===== config.mk =====
export PLATFORM = sky130hd
export DESIGN_NAME = display_source_sched
export DESIGN_NICKNAME = d
export VERILOG_FILES = /design/src/rtl/display_source_sched.sv
export SDC_FILE = /design/constraint.sdc
export NUM_CORES = 1
export LEC_CHECK = 0
export ABC_AREA = 1
export CORE_AREA = 4 4 78 134
export CTS_CLUSTER_DIAMETER = 200
export DETAILED_ROUTE_END_ITERATION = 12
export DIE_AREA = 0 0 82 138
export PLACE_DENSITY = 0.61
export SETUP_SLACK_MARGIN = 0.4
export SLEW_MARGIN = 25
export SYNTH_ARGS = -nofsm -noshare
export SYNTH_HDL_FRONTEND = slang
export SYNTH_SLANG_ARGS = --single-unit

===== constraint.sdc =====
create_clock -name clk -period 1.97 [get_ports clk]
set_clock_uncertainty 0.1 [all_clocks]
set_input_delay 0.591 -clock clk [delete_from_list [all_inputs] [get_ports clk]]
set_output_delay 0.591 -clock clk [all_outputs]
set_load 0.01 [all_outputs]

===== src/rtl/display_source_sched.sv =====
// Multiplexed 4-digit BCD display scheduler: song digits live, note digits latched and held after the last request.
// Optional LEADING_ZERO_BLANK_EN blanks the leading-zero positions while a source is lit.
module display_source_sched #(
  parameter int SCAN_DIV    = 50000,
  parameter int HOLD_CYCLES = 100000000
) (
  input  logic       clk,
  input  logic       rst_n,
  input  logic       note_req,
  input  logic       song_active,
  input  logic [3:0] note_ones,
  input  logic [3:0] note_tens,
  input  logic [3:0] note_hund,
  input  logic [3:0] note_thou,
  input  logic [3:0] song_ones,
  input  logic [3:0] song_tens,
  input  logic [3:0] song_hund,
  input  logic [3:0] song_thou,
  output logic       audio_sel,
  output logic [3:0] digit,
  output logic [3:0] anode
);

  localparam int DW = (SCAN_DIV > 2) ? $clog2(SCAN_DIV) : 1;
  localparam int HW = (HOLD_CYCLES > 2) ? $clog2(HOLD_CYCLES) : 1;
  localparam logic [DW-1:0] DIV_LAST  = DW'(SCAN_DIV - 1);
  localparam logic [HW-1:0] HOLD_LOAD = HW'(HOLD_CYCLES - 1);

  localparam logic [1:0] ST_IDLE = 2'd0;
  localparam logic [1:0] ST_SONG = 2'd1;
  localparam logic [1:0] ST_NOTE = 2'd2;

  logic [1:0]    r_state;
  logic [HW-1:0] r_hold;
  logic [15:0]   r_note;
  logic [DW-1:0] r_div;
  logic [1:0]    r_idx;
  logic [3:0]    r_digit;
  logic [3:0]    r_anode;

  logic [1:0]    w_state_nxt;
  logic [HW-1:0] w_hold_nxt;
  logic [15:0]   w_src;
  logic [3:0]    w_sel_dig;
  logic [3:0]    w_blank;
  logic [3:0]    w_anode_lit;

  always_comb begin
    w_state_nxt = r_state;
    w_hold_nxt  = r_hold;
    case (r_state)
      ST_IDLE: begin
        if (note_req) begin
          w_state_nxt = ST_NOTE;
          w_hold_nxt  = HOLD_LOAD;
        end else if (song_active) begin
          w_state_nxt = ST_SONG;
        end
      end
      ST_SONG: begin
        if (note_req) begin
          w_state_nxt = ST_NOTE;
          w_hold_nxt  = HOLD_LOAD;
        end else if (!song_active) begin
          w_state_nxt = ST_IDLE;
        end
      end
      ST_NOTE: begin
        if (note_req) begin
          w_hold_nxt = HOLD_LOAD;
        end else if (r_hold == '0) begin
          w_state_nxt = song_active ? ST_SONG : ST_IDLE;
        end else begin
          w_hold_nxt = r_hold - 1'b1;
        end
      end
      default: w_state_nxt = ST_IDLE;
    endcase
  end

  // Note display always comes from the latch so the value survives the key release.
  assign w_src = (r_state == ST_NOTE) ? r_note
                                      : {song_thou, song_hund, song_tens, song_ones};

  always_comb begin
    w_sel_dig = 4'h0;
    case (r_idx)
      2'd0:    w_sel_dig = w_src[3:0];
      2'd1:    w_sel_dig = w_src[7:4];
      2'd2:    w_sel_dig = w_src[11:8];
      default: w_sel_dig = w_src[15:12];
    endcase
  end

`ifdef LEADING_ZERO_BLANK_EN
  assign w_blank = {w_src[15:12] == 4'h0, w_src[15:8] == 8'h0, w_src[15:4] == 12'h0, 1'b0};
`else
  assign w_blank = 4'b0000;
`endif

  assign w_anode_lit = ~(4'b0001 << r_idx) | w_blank;

  always_ff @(posedge clk) begin
    if (!rst_n) begin
      r_state <= ST_IDLE;
      r_hold  <= '0;
      r_note  <= 16'h0;
      r_div   <= '0;
      r_idx   <= 2'd0;
      r_digit <= 4'h0;
      r_anode <= 4'b1111;
    end else begin
      r_state <= w_state_nxt;
      r_hold  <= w_hold_nxt;
      if (note_req) begin
        r_note <= {note_thou, note_hund, note_tens, note_ones};
      end
      // Scan keeps running across state changes so the refresh cadence never jitters.
      if (r_div == DIV_LAST) begin
        r_div <= '0;
        r_idx <= r_idx + 2'd1;
      end else begin
        r_div <= r_div + 1'b1;
      end
      if (r_state == ST_IDLE) begin
        r_digit <= 4'h0;
        r_anode <= 4'b1111;
      end else begin
        r_digit <= w_sel_dig;
        r_anode <= w_anode_lit;
      end
    end
  end

  assign audio_sel = (r_state == ST_NOTE);
  assign digit     = r_digit;
  assign anode     = r_anode;

endmodule

Fig. 1: run 1, cell sizes after repair
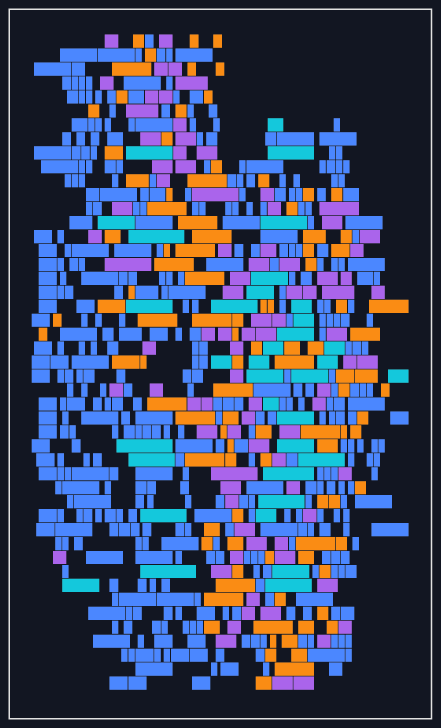
| color | size | cells | share | most used |
|---|---|---|---|---|
| purple | drive 3 to 4 | 87 | 14% | buf_4 |
| orange | drive 2 | 100 | 16% | dfxtp_2 |
| blue | drive 1 or less | 422 | 66% | nand2_1 |
| cyan | drive 6 and up | 35 | 5.4% | clkbuf_16 |

Fig. 2: run 1, signal wires on met3
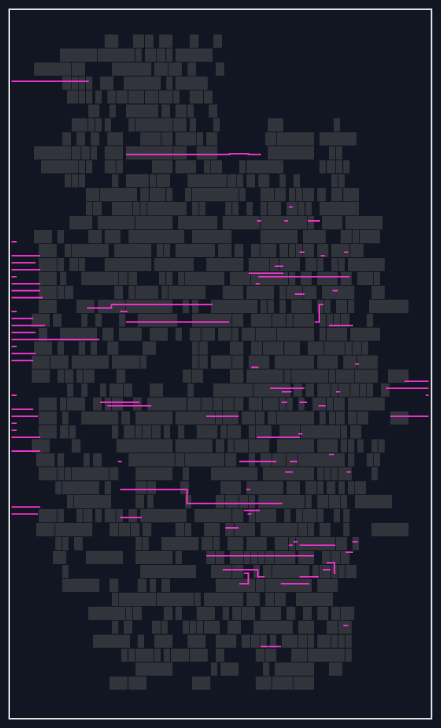
nets with wire on the layer: 60
share of all routed wire: 3.4%

Fig. 3: run 1, clock network drawn from the DEF
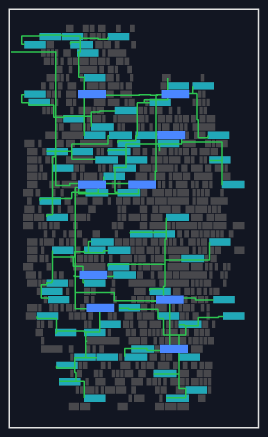
[cyan] flip-flops | count: 71
[blue] cells driving clock nets | count: 9
[green] clock wires | length: 1010 um
routed clock nets: 10

Fig. 4: run 1, congestion heat map
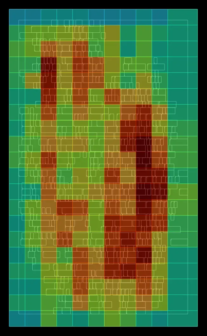
GR peak layer: met2
met1 Use GR: 0.200
GR Layer Usage met3: 0.0365

==> results.json, run 1 <==
{
  "topCellsByArea": "dfxtp_1 (39%), nand2_1 (12%), nor2_1 (10%)",
  "rrSetupSlack_ns": 0.18,
  "cp.required_ns": 2.10,
  "synth_area_leader_cell": "dfxtp_1",
  "hp-class": "reg2reg",
  "htree_levels": 3,
  "num_tap_cells": 122,
  "fp.dieH_um": 138,
  "finalCriticalPeriod_ns": 1.83,
  "seq_area_frac": 0.261,
  "powerDensity_nw_per_um2": 825,
  "max-cap-violations": 0,
  "flop_cell": "dfxtp_1",
  "gp_congestion": 0.905,
  "nNetsFinal": 682,
  "logic_gates": 398,
  "dr_wl_met3_um": 409,
  "antennaDiodeCount": 0,
  "met2_length_um": 6570,
  "enable_flop_cells": 0,
  "clockBufferDepth": 2,
  "syn-mean-instance-area_um2": 6.77,
  "fill_cells": 867,
  "yosysTopAreaCellShare": 0.389,
  "initial_core_util": 0.389,
  "yosys_cells": 540,
  "grt_antenna_before_repair": 0,
  "p_sw_w": 0.00133,
  "ys_area_um2": 3660,
  "regToRegEndpoint": "r_hold[18]$_SDFFE_PN0P_",
  "timing.setup.tns_ns": 0,
  "fin_area_um2": 5550,
  "synth.distinct_cells": 38,
  "critical-path-top-delay-family": "simple AND/OR/NAND/NOR gates",
  "rows": 47,
  "critPathMaxFanout": 3,
  "fmax_ghz": 0.546,
  "outcome": "finished clean",
  "cts_setup_buffers": 20,
  "lay_top_count": "nand2_1",
  "clock-root-buffer": "clkbuf_16",
  "pg_seq_w": 0.00164,
  "tightest_slew_ns": 0.520,
  "path_cells": "clkdlybuf4s15_2, nor2_4, nand2_1, nor2_1, nand2_2, buf_4, nand4_1, buf_4, nor2_2, o21ai_1, inv_1"
}
--- run 2 (diff from run 1) ---
--- a/config.mk
+++ b/config.mk
@@ -10,7 +10,7 @@
 export CTS_CLUSTER_DIAMETER = 200
 export DETAILED_ROUTE_END_ITERATION = 12
 export DIE_AREA = 0 0 82 138
-export PLACE_DENSITY = 0.61
+export PLACE_DENSITY = 0.64
 export SETUP_SLACK_MARGIN = 0.4
 export SLEW_MARGIN = 25
 export SYNTH_ARGS = -nofsm -noshare
==> constraint.sdc (replaced) <==
create_clock -name clk -period 1.65 [get_ports clk]
set_clock_uncertainty 0.1 [all_clocks]
set_input_delay 0.495 -clock clk [delete_from_list [all_inputs] [get_ports clk]]
set_output_delay 0.495 -clock clk [all_outputs]
set_load 0.01 [all_outputs]
Fig. 5: run 2, clock network drawn from the DEF
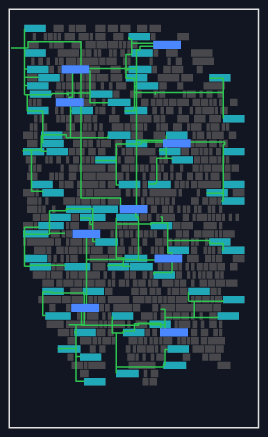
[green] clock wires | length: 1050 um
[blue] cells driving clock nets | count: 9
[cyan] flip-flops | count: 71
routed clock nets: 10
flops lie: spread over the die

==> run 2 against run 1 <==
Effect of this change:
- the flow now finishes with violations (negative setup slack)
- critical path depth down 1
- clock power up 12%
- combinational power up 25%
- sequential power up 16%
- synthesized cell count unchanged
- critical path type is now reg2reg
- critical endpoint is now r_hold[11]$_SDFFE_PN0P_
==> results.json, run 2 <==
{
  "outcome": "finished with violations",
  "violations": "negative setup slack",
  "topCellsByArea": "dfxtp_1 (39%), nand2_1 (12%), nor2_1 (10%)",
  "met2_length_um": 6410,
  "path_cells": "nor2_2, nand2_4, nor2_4, nand3_4, nor2_4, nor2_4, nand2_4, nand2_4, buf_6, nor3b_2",
  "setup_ws_ns": -0.0634,
  "fill_cells": 763,
  "finalCriticalPeriod_ns": 1.71,
  "seq_area_frac": 0.241,
  "yosysTopAreaCellShare": 0.389,
  "hp-class": "reg2reg",
  "gp_congestion": 0.925,
  "initial_core_util": 0.389,
  "setup_viol": 15,
  "clockBufferDepth": 2,
  "critPathMaxFanout": 5,
  "syn-mean-instance-area_um2": 6.77,
  "logic_gates": 399,
  "fmax_ghz": 0.584,
  "tightest_slew_ns": 0.380,
  "ys_area_um2": 3660,
  "lay_top_count": "nand2_1",
  "powerDensity_nw_per_um2": 876,
  "grt_antenna_before_repair": 0,
  "fin_area_um2": 6090,
  "clock-root-buffer": "clkbuf_16",
  "rows": 47,
  "rrSetupSlack_ns": -0.06,
  "synth.distinct_cells": 38
}
--- run 3 (diff from run 2) ---
--- a/config.mk
+++ b/config.mk
@@ -10,7 +10,7 @@
 export CTS_CLUSTER_DIAMETER = 200
 export DETAILED_ROUTE_END_ITERATION = 12
 export DIE_AREA = 0 0 82 138
-export PLACE_DENSITY = 0.64
+export PLACE_DENSITY = 0.61
 export SETUP_SLACK_MARGIN = 0.4
 export SLEW_MARGIN = 25
 export SYNTH_ARGS = -nofsm -noshare
==> constraint.sdc (replaced) <==
create_clock -name clk -period 2 [get_ports clk]
set_clock_uncertainty 0.1 [all_clocks]
set_input_delay 0.6 -clock clk [delete_from_list [all_inputs] [get_ports clk]]
set_output_delay 0.6 -clock clk [all_outputs]
set_load 0.01 [all_outputs]
Fig. 6: run 3, clock network drawn from the DEF
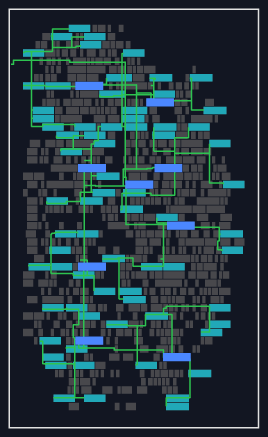
[cyan] flip-flops | count: 71
[green] clock wires | length: 1000 um
[blue] cells driving clock nets | count: 9
routed clock nets: 10
flops lie: spread over the die

==> run 3 against run 2 <==
Effect of this change:
- the run now ends clean
- register-to-register slack gained 0.38 ns
- first-iteration DRC count shrank 2.7%
- highest routed layer unchanged
- global-route usage shrank 1.2 points
- sequential cell count is the same
- critical path type unchanged
- non-clock buffer count shrank 46
- power shrank 22%
- area after synthesis is the same
- clock power shrank 24%
- wire length shrank 4.0%
==> results.json, run 3 <==
{
  "outcome": "finished clean",
  "fmax_ghz": 0.593,
  "p_sw_w": 0.00123,
  "critical-path-top-delay-family": "simple AND/OR/NAND/NOR gates",
  "nNetsFinal": 676,
  "syn-mean-instance-area_um2": 6.77,
  "seq_area_frac": 0.269,
  "cp.required_ns": 2.16,
  "timing.setup.tns_ns": 0,
  "antennaDiodeCount": 0,
  "rrSetupSlack_ns": 0.31,
  "htree_levels": 3,
  "clockBufferDepth": 2,
  "synth.distinct_cells": 38,
  "met3_usage": 0.0410,
  "busiest_layer": "met2",
  "initial_core_util": 0.389,
  "rows": 47,
  "tightest_slew_ns": 0.480,
  "gp_congestion": 0.909,
  "met2_length_um": 6160,
  "use_met1": 0.212,
  "clock-root-buffer": "clkbuf_16",
  "pg_seq_w": 0.00161,
  "yosys_cells": 540,
  "fp.dieH_um": 138,
  "num_tap_cells": 122,
  "max-cap-violations": 0,
  "hp-class": "reg2reg",
  "regToRegEndpoint": "r_hold[5]$_SDFFE_PN0P_",
  "critPathMaxFanout": 6,
  "cts_setup_buffers": 17,
  "lay_top_count": "nand2_1",
  "finalCriticalPeriod_ns": 1.69,
  "path_cells": "inv_2, ha_4, nand2_4, nor2_4, nand3_4, clkinv_4, nand2_4, nand2_8, buf_6, o21ai_1, a21oi_1",
  "topCellsByArea": "dfxtp_1 (39%), nand2_1 (12%), nor2_1 (10%)",
  "ys_area_um2": 3660,
  "dr_wl_met3_um": 372,
  "setup_viol": 0,
  "fin_area_um2": 5430
}
Power figures rest on the tool's default switching activity, not on a simulated workload.
